Clock network drawn from the DEF:
Scale: 6 px per um.
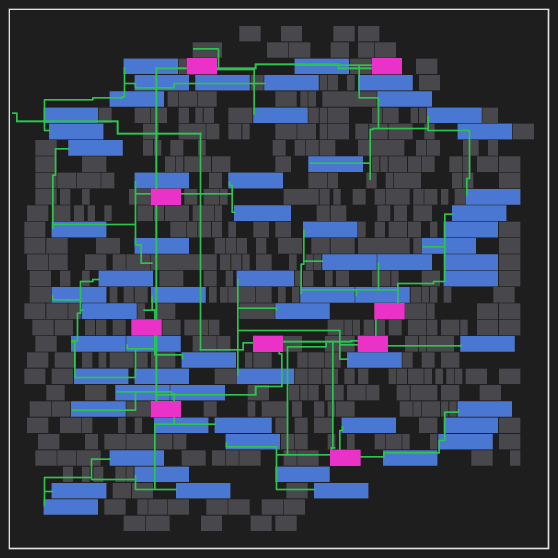
Nets reached from selected ports:
Scale: 6 px per um.
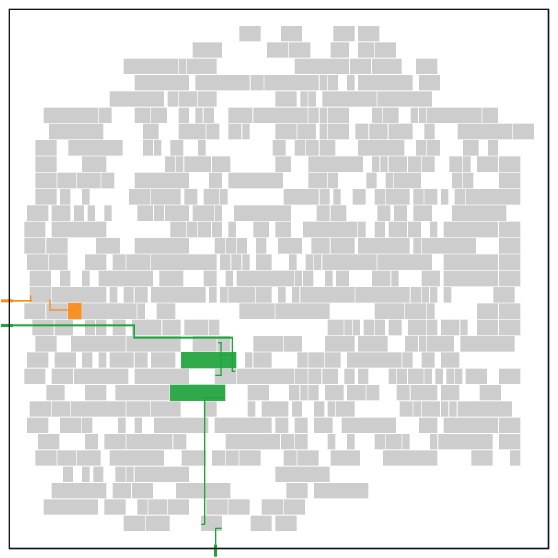
==> config.mk <==
export PLATFORM = sky130hd
export DESIGN_NAME = lockstep_fault_monitor
export DESIGN_NICKNAME = d
export VERILOG_FILES = /design/src/rtl/lockstep_pkg.sv /design/src/rtl/sat_counter.sv /design/src/rtl/lockstep_fault_monitor.sv
export SDC_FILE = /design/constraint.sdc
export NUM_CORES = 1
export LEC_CHECK = 0
export ABC_CLOCK_PERIOD_IN_PS = 2480
export CORE_MARGIN = 2
export CORE_UTILIZATION = 45
export DETAILED_ROUTE_END_ITERATION = 6
export GPL_ROUTABILITY_DRIVEN = 1
export GPL_TIMING_DRIVEN = 0
export HOLD_SLACK_MARGIN = 0.1
export MAX_ROUTING_LAYER = met4
export PLACE_DENSITY = 0.74
export RECOVER_POWER = 25
export SETUP_SLACK_MARGIN = 0.5
export SYNTH_ARGS = -nofsm -noshare
export SYNTH_HDL_FRONTEND = slang
export SYNTH_SLANG_ARGS = --single-unit
==> constraint.sdc <==
create_clock -name wb_clk_i -period 2.48 [get_ports wb_clk_i]
set_input_delay 0.496 -clock wb_clk_i [delete_from_list [all_inputs] [get_ports wb_clk_i]]
set_output_delay 0.496 -clock wb_clk_i [all_outputs]
set_load 0.01 [all_outputs]
==> impl_metrics.yaml <==
# physical design summary
floorplan:
  coreArea_um2: 7180
  fp_util: 0.460
  rows: 31
  fp.dieW_um: 89.6
  dieArea_um2: 8030
  die_y_um: 89.6
drt:
  viasPerCell: 5.39
  wl_mm: 7.76
  first_pass_iters: 4
status:
  violations: "capacitance limit, slew limit"
  status: "finished, violations left"
sta:
  max_freq_mhz: 511
  setup_viol: 0
  setup_ws_ps: 525
  finalHoldViolations: 0
  tightest_slew_ps: 1570
  slew_headroom: -0.0435
  final_max_slew_viol_count: 64
  finalCritPeriodShare: 0.788
pwr:
  powerDensity_nw_per_um2: 516
  power.leakage_nw: 1.80
  power_switching_uw: 567
  power.total_mw: 2.30
logic_synthesis:
  yosysChipArea_um2: 3300
  yosysTopAreaCell: "dfrtp_1"
  syn_area_per_cell_um2: 10.0
  synthMuxAreaShare: 0.0694
  yosys.cell_count.top_type: "dfrtp_1"
  syn-num-nets: 359
  ys_cells: 330
  area_leaders: "dfrtp_1, xnor2_1, mux2_2"
  ys_ff: 63
  async_flop_share: 1.00
global_route:
  use_met1: 0.278
  grt_pass1_wl_mm: 12.9
  grt_usage: 0.219
  grt_max_degree: 64
finish:
  n_antenna_cell: 0
  utilization: 0.622
  layoutNonFillerInstCount: 524
place:
  gp_congestion: 0.828
  dp_slack_ps: -73.9
  dp_cells: 501
clock_network:
  clk_transition_reported_paths_ps: 70
  root_buffer: "clkbuf_8"
  cts_tree: "done"
  clockBufferDepth: 2
  htreeDepth: 3
  numCtsBuffers: 9
job:
  maxCapViolations: 1
worst_setup_path:
  cp-start-kind: "input pin"
Back to the opening pictures, 'clock network drawn from the DEF':
blue -> flip-flops  # count 63
magenta -> clock-net drivers  # count 9
green -> clock wires  # length 849 um
routed clock nets = 10
Clk. pwr: 903 uW
clock power share: 0.392
clk latency late pin: 340 ps
worst clock skew: 5.95 ps

Back to the opening pictures, 'nets reached from selected ports':
orange -> sample_i  # direction input, edge west, end cells 1, buffers 1, wire 9.70 um
green -> first_sel_o  # direction output, edge 1 west, 1 south, end cells 2, buffers 2, wire 82.4 um
Buffers on Ports: 72
Ports: 73

per-layer routing:
layer / routed length [um] / part of all wire
met5: 0 / 0
met4: 110 / 0.014
met3: 443 / 0.057
met2: 3740 / 0.48
met1: 3470 / 0.45
final cells by class:
| cell class | instances | area [um^2] |
|---|---|---|
| fillers | 584 | 2720 |
| multi-input cells | 245 | 1690 |
| flip-flops and latches | 63 | 1580 |
| repair buffers | 80 | 781 |
| clock buffers | 12 | 155 |
| well taps | 99 | 124 |
| plain buffers | 10 | 45.0 |
| inverters | 12 | 45.0 |
| clock inverters | 3 | 42.5 |
what timing repair did:
item / 4_1_cts / 5_1_grt
setup buffers: 7 / 1
hold endpoints to repair: 0 / 0
pin swaps: 2 / 0
gates resized: 8 / 11
setup endpoints to repair: 47 / 35
cells in the final DEF (no fill, tap or decap), types with 4 or more instances in the layout:
master,Yosys,layout
buf_4,1,8
a21oi_1,21,21
xnor2_1,23,23
clkbuf_8,0,11
nor4_1,11,8
o21ai_0,10,10
mux2_2,15,15
nand2b_1,9,9
nor3_1,11,9
clkbuf_1,8,7
a211oi_1,4,4
nand3_1,14,14
clkdlybuf4s50_1,0,69
nor2_1,38,38
dfrtp_2,0,4
nand2_1,16,16
dfrtp_1,63,59
mux2i_1,6,6
nand4_1,9,9
inv_1,12,12
and3_1,6,5
nor2b_1,13,13
worst max-delay path, cell delays in order:
cell and delay, ps:
dlygate4sd2_1 320, o21ba_4 280, nand2_4 100, or3_4 410, or4_1 470, a21oi_1 150
power by group through the flow:
stage	registers [mW]	logic, mW	clock network [mW]
after floorplan	1.14	0.119	0
after global placement	1.14	0.255	0
after detailed placement	1.14	0.262	0
after CTS	1.12	0.279	0.928
after global routing	1.13	0.308	0.966
final	1.12	0.278	0.903
Power is estimated from default activity; no workload was simulated.
